===== src/rtl/serial_borrow_subtractor.sv =====
// ---------------------------------------------------------------------------
// serial_borrow_subtractor
//
// Digit-serial subtractor computing c = a - b - borrow_in (mod 2^N).
// It processes W bits per clock and chains a registered borrow between
// digits. A valid/ready handshake is used on both the operand and result
// sides. Only one operation is in flight at a time.
//
// Parameters:
//   N : operand/result width, must be a multiple of W (default 32)
//   W : digit width per clock, 1 <= W <= N            (default 8)
//
// Ports:
//   clk        in   rising-edge clock
//   rst_n      in   asynchronous active-low reset
//   in_valid   in   operands present on a, b, borrow_in
//   in_ready   out  block is idle and can accept operands
//   a          in   minuend (N bits)
//   b          in   subtrahend (N bits)
//   borrow_in  in   borrow subtracted at the LSB
//   out_valid  out  result valid, held until out_ready
//   out_ready  in   consumer accepts the result
//   c          out  difference modulo 2^N
//   borrow_out out  1 when a < b + borrow_in (unsigned)
//   overflow   out  signed overflow flag
//
// Optional feature macro: SERIAL_SUB_OVERFLOW_EN
//   Defined   : sign bits are captured at acceptance and overflow is
//               computed when the last digit completes.
//   Undefined : overflow is tied to 0 and no sign registers are built.
// ---------------------------------------------------------------------------
module serial_borrow_subtractor #(
    parameter int N = 32,
    parameter int W = 8
) (
    input  logic         clk,
    input  logic         rst_n,
    input  logic         in_valid,
    output logic         in_ready,
    input  logic [N-1:0] a,
    input  logic [N-1:0] b,
    input  logic         borrow_in,
    output logic         out_valid,
    input  logic         out_ready,
    output logic [N-1:0] c,
    output logic         borrow_out,
    output logic         overflow
);

    localparam int DIGITS = N / W;
    localparam int CNT_W  = (DIGITS > 1) ? $clog2(DIGITS) : 1;
    localparam logic [CNT_W-1:0] LAST_DIGIT = CNT_W'(DIGITS - 1);

    typedef enum logic [1:0] {
        IDLE,
        RUN,
        DONE
    } state_t;

    state_t         r_state;
    logic [N-1:0]   r_a_sh;
    logic [N-1:0]   r_b_sh;
    logic [N-1:0]   r_res;
    logic           r_borrow;
    logic           r_borrow_out;
    logic           r_out_valid;
    logic [CNT_W-1:0] r_cnt;

    logic [W:0]     w_sum;
    logic [W-1:0]   w_d;
    logic [N-1:0]   w_res_next;
    logic           w_accept;
    logic           w_finish;

    // Subtraction as a + ~b + ~borrow: the carry out of the digit is the
    // inverse of the borrow into the next digit.
    always_comb begin
        w_sum      = {1'b0, r_a_sh[W-1:0]} + {1'b0, ~r_b_sh[W-1:0]}
                   + {{W{1'b0}}, ~r_borrow};
        w_d        = w_sum[W-1:0];
        // New digit enters at the MSB end; written as shifts so W == N works.
        w_res_next = (r_res >> W) | (N'(w_d) << (N - W));
    end

    assign in_ready = (r_state == IDLE);
    assign w_accept = in_valid && in_ready;
    assign w_finish = (r_state == RUN) && (r_cnt == LAST_DIGIT);

    // NOTE: all state uses non-blocking assignments so every register sees
    // the pre-edge value of every other register, matching the hardware.
    always_ff @(posedge clk or negedge rst_n) begin
        if (!rst_n) begin
            r_state      <= IDLE;
            r_a_sh       <= '0;
            r_b_sh       <= '0;
            r_res        <= '0;
            r_borrow     <= 1'b0;
            r_borrow_out <= 1'b0;
            r_out_valid  <= 1'b0;
            r_cnt        <= '0;
        end else begin
            case (r_state)
                IDLE: begin
                    if (w_accept) begin
                        r_a_sh   <= a;
                        r_b_sh   <= b;
                        r_borrow <= borrow_in;
                        r_cnt    <= '0;
                        r_state  <= RUN;
                    end
                end
                RUN: begin
                    r_borrow <= ~w_sum[W];
                    r_res    <= w_res_next;
                    r_a_sh   <= r_a_sh >> W;
                    r_b_sh   <= r_b_sh >> W;
                    r_cnt    <= r_cnt + 1'b1;
                    if (w_finish) begin
                        r_borrow_out <= ~w_sum[W];
                        r_out_valid  <= 1'b1;
                        r_state      <= DONE;
                    end
                end
                DONE: begin
                    if (out_ready) begin
                        r_out_valid <= 1'b0;
                        r_state     <= IDLE;
                    end
                end
                default: begin
                    r_state     <= IDLE;
                    r_out_valid <= 1'b0;
                end
            endcase
        end
    end

    assign c          = r_res;
    assign borrow_out = r_borrow_out;
    assign out_valid  = r_out_valid;

`ifdef SERIAL_SUB_OVERFLOW_EN
    logic r_sign_a;
    logic r_sign_b;
    logic r_overflow;

    // The final digit's MSB is the result sign bit, so overflow is known on
    // the same edge that completes the result.
    always_ff @(posedge clk or negedge rst_n) begin
        if (!rst_n) begin
            r_sign_a   <= 1'b0;
            r_sign_b   <= 1'b0;
            r_overflow <= 1'b0;
        end else begin
            if (w_accept) begin
                r_sign_a <= a[N-1];
                r_sign_b <= b[N-1];
            end
            if (w_finish) begin
                r_overflow <= (r_sign_a != r_sign_b) && (w_d[W-1] != r_sign_a);
            end
        end
    end

    assign overflow = r_overflow;
`else
    assign overflow = 1'b0;
`endif

endmodule


===== config.mk =====
export PLATFORM = sky130hd
export DESIGN_NAME = serial_borrow_subtractor
export DESIGN_NICKNAME = d
export VERILOG_FILES = /design/src/rtl/serial_borrow_subtractor.sv
export SDC_FILE = /design/constraint.sdc
export NUM_CORES = 1
export LEC_CHECK = 0
export CORE_UTILIZATION = 60
export DETAILED_ROUTE_END_ITERATION = 6
export DONT_BUFFER_PORTS = 1
export PLACE_DENSITY_LB_ADDON = 0.05
export SYNTH_ARGS = -nofsm -noshare
export SYNTH_HDL_FRONTEND = slang
export SYNTH_SLANG_ARGS = --single-unit

===== constraint.sdc =====
create_clock -name clk -period 5 [get_ports clk]
set_input_delay 0.75 -clock clk [delete_from_list [all_inputs] [get_ports clk]]
set_output_delay 0.75 -clock clk [all_outputs]
set_load 0.1 [all_outputs]

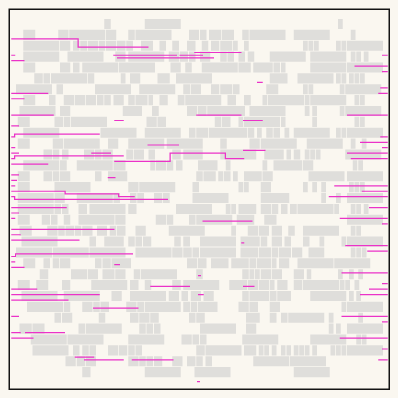
Run 1: M3 wires
Scale: 4 px per um.
The longest straight run is 38.2 um. The wires run mostly horizontal. The layer carries 719 um of wire. The layer holds 6.7% of the routed length. 72 nets have wire on it.

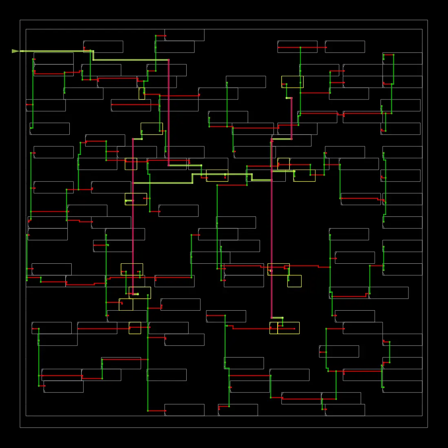
Run 1: clock wiring as the flow saved it
clock buf count: 10
num sequential: 103
worst clock skew: 0.0108 ns
CTS sink cnt: 103
clk ins delay skew pair: 0.36 ns

==> notes.md, run 1 <==
Results of the implementation run.

The flow ran to the end, and the final reports show no timing, DRC or antenna violations. The launch point of the critical path was reported as r_state[0]$_DFFE_PN0P_. The end-of-flow timing check tallies setup violations at 0. The effective utilization at floorplan came out at 0.623.

The max-slew check reports its worst relative slack as 0.291. The final antenna diode count came out at 1. The sort of element at the start of the critical path is a register. The busiest layer in global routing is met2. The final total negative setup slack came out at 0 ns.

The wire-length estimate of the detail-placed layout is 6.80 mm. The tap cell count is 105. The final routed DRC violation total is 0.

The tightest min-delay check is of the in -> async type. The maximum operating frequency came out at 380 MHz.

TritonCTS built the clock tree. Looking at the setup timing report, the critical path kind is reg -> reg. met3 track demand over resource after global routing is 0.0636. The clock-pin slew on the worst setup and hold paths came out at 0.10 ns. In the post-synthesis netlist, the biggest area contributors are sky130_fd_sc_hd__dfrtp_1 (50%), sky130_fd_sc_hd__nand2_1 (6.8%), sky130_fd_sc_hd__a22oi_1 (6.1%), sky130_fd_sc_hd__o21ai_0 (5.3%), sky130_fd_sc_hd__a21oi_1 (4.9%). The category of the worst setup path capture point is a register.

The chip area is 8950 um2. The number of ordinary and repair buffers in the finished layout came out at 4. The cell depth of the worst flop-to-flop path came out at 5.

The count of buffers from port buffering is 0. The layout report lists the non-clock buffer share of cell area as 0.00586. The top fanout value on the critical path is 42. The biggest slice of the area belongs to sequential cells.

The clock network contribution to total cell area is 0.0337. The final layout report lists a filler cell count of 692.

The synthesized instance count came out at 542. Yosys reported a register bit count of 103. The critical register-to-register path startpoint is r_state[0]$_DFFE_PN0P_.

The stat command in Yosys gives a chip area of 5150 um2. The sequential element share of the synthesized area came out at 0.501. The met2 capacity usage during global routing is 0.398.

Setup repair after global routing left no endpoint under its margin.

In the log, the iteration count for the first detailed-route pass is 5. The maximum level of the CTS H-tree came out at 3.
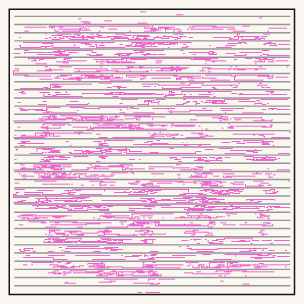
Run 1: metal 1
Scale: 3 px per um. Supply wires on this layer in gray.
The layer holds 43% of the routed length. 517 nets have wire on it. The wires run mostly horizontal. The longest straight run is 34.0 um.
final routed wirelength across all metal layers: 10.7 mm
M1 GR Usage: 0.317
vias post-DR: 3711

## run 1: cells in the final DEF, fill, tap and decap left out, drive strengths merged, types with 2 or more instances in the layout
cell	synthesis	routed
and2b	6	6
a22oi	42	42
nor3b	6	6
nor2b	36	36
buf	49	4
a22o	17	17
a21o	2	2
a2bb2oi	2	2
nand2b	4	4
clkbuf	15	10
o21ai	61	61
fa	2	2
clkinv	0	2
a211oi	4	4
nor2	6	6
o21a	3	3
and3b	6	6
o21bai	3	3
ha	8	8
inv	9	10
dfrtp	103	103
a21oi	50	50
clkinvlp	0	3
nand3	2	2
nand2	93	93
## run 1: state kept, by name, summed over array words and instances (netlist names)
register    count
r_cnt           2
r_a_sh         32
r_state         2
r_borrow        1
borrow_out      1
c              32
r_b_sh         32
out_valid       1
## run 1: routing by layer
metal,share of wire,up-vias
met3,0.067,17
met2,0.49,101
li1,-,1773
met5,0,-
met4,0.015,0
met1,0.43,1820
## run 1: cells by family after synthesis
logic type,Yosys count,synth area share
XOR/XNOR,1,0.00170
buffers and inverters,73,0.0800
multiplexers,1,0.00195
adder cells (fa/ha/maj),10,0.0272
flip-flops,103,0.501
AND/OR/NAND/NOR,163,0.157
other,1,0.000729
AND-OR/OR-AND,190,0.230
## run 1: critical path: stages, from the launching register on
cell,delay (ns)
sky130_fd_sc_hd__dfrtp_2,0.59
sky130_fd_sc_hd__buf_4,0.44
sky130_fd_sc_hd__nor2b_4,0.72
sky130_fd_sc_hd__buf_4,0.53
sky130_fd_sc_hd__a22oi_1,0.12
sky130_fd_sc_hd__o21ai_0,0.11
## run 1: through the flow
step | cell area [um2] | setup slack, ns
final | 5120 | 2.37
after global routing | 5120 | 2.12
after CTS | 5120 | 2.38
after detailed placement | 4950 | 2.40
after global placement | 4950 | 2.47
after floorplan | 5150 | 2.15
==> run 2, diff against run 1 <==
clock period = 2.6 ns   (was 5 ns; I/O delays follow)
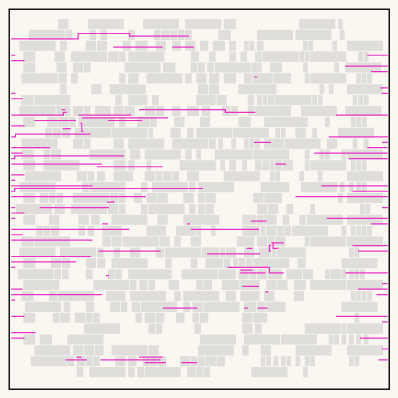
Run 2: M3 wires
Scale: 4 px per um.
The layer holds 7.9% of the routed length. The layer carries 875 um of wire. The wires run mostly horizontal. The longest straight run is 46.9 um.

==> run 2 against run 1 <==
Against the previous run:
- the flow now finishes with violations (hold timing)
- maximum frequency increased by 15%
- sequential share of layout area is 1.2 points lower
- final cell count up 1.5%
- global-route usage is 1.5 points higher
- routed wire length increased by 4.1%
- hold slack got worse by 0.36 ns
- clock skew increased by 0.0023 ns
- final area rose by 2.4%
- first-iteration DRC count up 25%
- synthesized area stayed put
- highest routed layer unchanged
- non-clock buffer count grew 10
- core utilization is 1.5 points higher
==> notes.md, run 2 <==
Results of the implementation run.

The total global routing overflow came out at 0 (unchanged). The final weighted congestion of routability-driven global placement came out at 0.779 (was 0.804). The count of buffers from port buffering came out at 0 (unchanged). The chip area came out at 8950 um2 (unchanged).

The number of setup buffers added after CTS is 0 (unchanged). The TritonCTS clock tree was built (unchanged).

The total count of hold-check failures in the final report came to 103 (was 0). The share of cells above drive strength 1 is 0.0748 (was 0.0562). The top fanout value on the critical path came to 3 (was 42). The maximum number of pins on one net before global-route repair came out at 104 (unchanged). The minimum setup slack among reg-to-reg paths is 0.32 ns (was 2.37 ns). The area of the core came to 8260 um2 (unchanged). The count of synthesis-stage warnings from yosys came to 0 (unchanged). The flop and latch count out of synthesis is 103 (unchanged). The total cell area at the placement stage came out at 5020 um2 (was 4950 um2). The number of endpoints failing setup at the final stage is 0 (unchanged). The number of unique standard cell types used by synthesis was 44 (unchanged).

The mean instance size in the synthesized netlist came out at 9.49 um2 (unchanged). The final routed DRC violation total is 0 (unchanged). The synthesized instance count is 542 (unchanged). Post-synth top cells: sky130_fd_sc_hd__dfrtp_1 (103), sky130_fd_sc_hd__nand2_1 (93), sky130_fd_sc_hd__o21ai_0 (55), sky130_fd_sc_hd__a21oi_1 (50), sky130_fd_sc_hd__a22oi_1 (42) (unchanged). The row count is 33 (unchanged). The final antenna diode count is 0 (was 1).

The fraction of the mapped netlist area in compound gates is 0.230 (unchanged). The largest non-sequential cell family by area was AND-OR/OR-AND gates (unchanged). The multiplexer area fraction after synthesis is 0.00195 (unchanged). The post-synthesis async set-or-reset flop share is 1.00 (unchanged). The final total negative setup slack is 0 ns (unchanged). The sort of element at the start of the critical path is a register (unchanged). The chip area estimate from yosys synthesis is 5150 um2 (unchanged). The category of the worst setup path capture point is a register (unchanged).

The post-route antenna net violation count is 0 (unchanged). The basic-gate share of the synthesized area counting and, or, nand and nor cells came out at 0.157 (unchanged). The x dimension of the die came out at 94.6 um (unchanged). The clock insertion delay at the later pin of the skew report came out at 0.37 ns (was 0.36 ns). Unrepaired setup endpoints after global routing: no (unchanged). The wire length per cell after detailed routing came out at 18.1 um (was 17.7 um). The HPWL after detailed placement came out at 7.17 mm (was 6.80 mm). The fill cell instance count of the final layout is 697 (was 692).

The class of the most critical setup path is reg -> reg (unchanged). Most frequent cells in the layout: sky130_fd_sc_hd__dfrtp_1 (101), sky130_fd_sc_hd__nand2_1 (93), sky130_fd_sc_hd__o21ai_0 (55) (unchanged). The most frequent logic cell in the layout is sky130_fd_sc_hd__dfrtp_1 (unchanged). The clock-pin slew on the worst setup and hold paths came out at 0.09 ns (was 0.10 ns). The cell depth of the worst flop-to-flop path is 6 (was 5). The critical path data required time came out at 2.85 ns (was 5.28 ns). The maximum buffer depth of the clock tree was 2 (unchanged). The effective utilization at floorplan came out at 0.623 (unchanged). The maximum operating frequency is 438 MHz (was 380 MHz).

The capture point of the worst reg-to-reg path is c[30]$_DFFE_PN0P_ (was r_b_sh[4]$_DFFE_PN0P_). The maximum level of the CTS H-tree came out at 3 (unchanged). The final reports fail on hold timing.

The clock tree skew after final layout came out at 0.0131 ns (was 0.0108 ns). The TritonCTS sink count came to 103 (unchanged). The critical path startpoint is r_a_sh[0]$_DFFE_PN0P_ (was r_state[0]$_DFFE_PN0P_).

The warning total across the stage logs came out at 30 (was 28). The count of instances resized after the clock tree is built is 0 (unchanged).

Outcome: finished with violations (was finished clean). The cell type with the largest total area is sky130_fd_sc_hd__dfrtp_1 (unchanged). The critical register-to-register path startpoint is r_a_sh[0]$_DFFE_PN0P_ (was r_state[0]$_DFFE_PN0P_). The number of global-route vias before repair came out at 3573 (was 3634).

The total track usage came to 0.262 (was 0.246). The sequential element share of the synthesized area is 0.501 (unchanged). The worst hold-check path type is in -> async (unchanged). The xor/xnor cell area share of the yosys netlist came out at 0.00170 (unchanged). The length of the first detailed-routing pass in iterations came out at 5 (unchanged). The routed via count is 3808 (was 3711). The total wire length after detailed routing is 11.1 mm (was 10.7 mm). The normalized max-slew margin came to 0.263 (was 0.291). Most area-consuming cells after synthesis: sky130_fd_sc_hd__dfrtp_1 (50%), sky130_fd_sc_hd__nand2_1 (6.8%), sky130_fd_sc_hd__a22oi_1 (6.1%), sky130_fd_sc_hd__o21ai_0 (5.3%), sky130_fd_sc_hd__a21oi_1 (4.9%) (unchanged).

The clock period minus worst slack is 2.28 ns (was 2.63 ns). The layout-stage area growth over the synthesis result came to 1.92% (was -0.462%). The adder and majority gate portion of the synthesized area came out at 0.0272 (unchanged).

The total non-filler cell area in the finished layout came out at 5250 um2 (was 5120 um2). The final hold slack came to -0.293 ns (was 0.0669 ns).
[run 2: netlist changes by cell type in the layout (fill, tap and decap cells not counted), sizes merged]
cell,previous run,this run
clkinv,2,1
diode,1,0
clkbuf,10,11
buf,4,14
clkinvlp,3,1
bufinv,0,2
[run 2: per-stage QoR]
| step | hold slack (ns) | util | cells | setup WS [ns] |
|---|---|---|---|---|
| 6_report | -0.293 | 0.635 | 613 | 0.318 |
| 5_1_grt | -0.323 | 0.635 | 613 | 0.206 |
| 4_1_cts | -0.311 | 0.635 | 613 | 0.321 |
| 3_5_place_dp | 0.0965 | 0.608 | 597 | 0.374 |
| 3_3_place_gp | 0.0962 | 0.608 | 597 | 0.484 |
| 2_1_floorplan | 0.0944 | - | 542 | 0.106 |
[run 2: final cells by class]
cell class | instances | area [um2] | share of cell area
Clock buffer | 11 | 141 | 0.0270
Clock inverter | 5 | 81.3 | 0.0155
Inverter | 9 | 33.8 | 0.00644
Multi-Input combinational cell | 366 | 2170 | 0.414
Sequential cell | 103 | 2580 | 0.492
Tap cell | 105 | 131 | 0.0250
Timing Repair Buffer | 14 | 105 | 0.0200
[run 2: critical path, stage by stage (launching register included)]
cell and delay (ns):
sky130_fd_sc_hd__dfrtp_1 0.42, sky130_fd_sc_hd__fa_1 0.49, sky130_fd_sc_hd__fa_1 0.44, sky130_fd_sc_hd__a211oi_1 0.37
sky130_fd_sc_hd__o21bai_1 0.18, sky130_fd_sc_hd__mux2i_1 0.19, sky130_fd_sc_hd__nand3_1 0.08
[run 2: metal layers]
layer  wire length (um)  up-vias  global-route usage
met5                  0        -                   0
met2               5280      136               0.402
met3                875       17              0.0781
met1               4810     1863               0.357
met4                163        0              0.0833
li1                   -     1792                   -
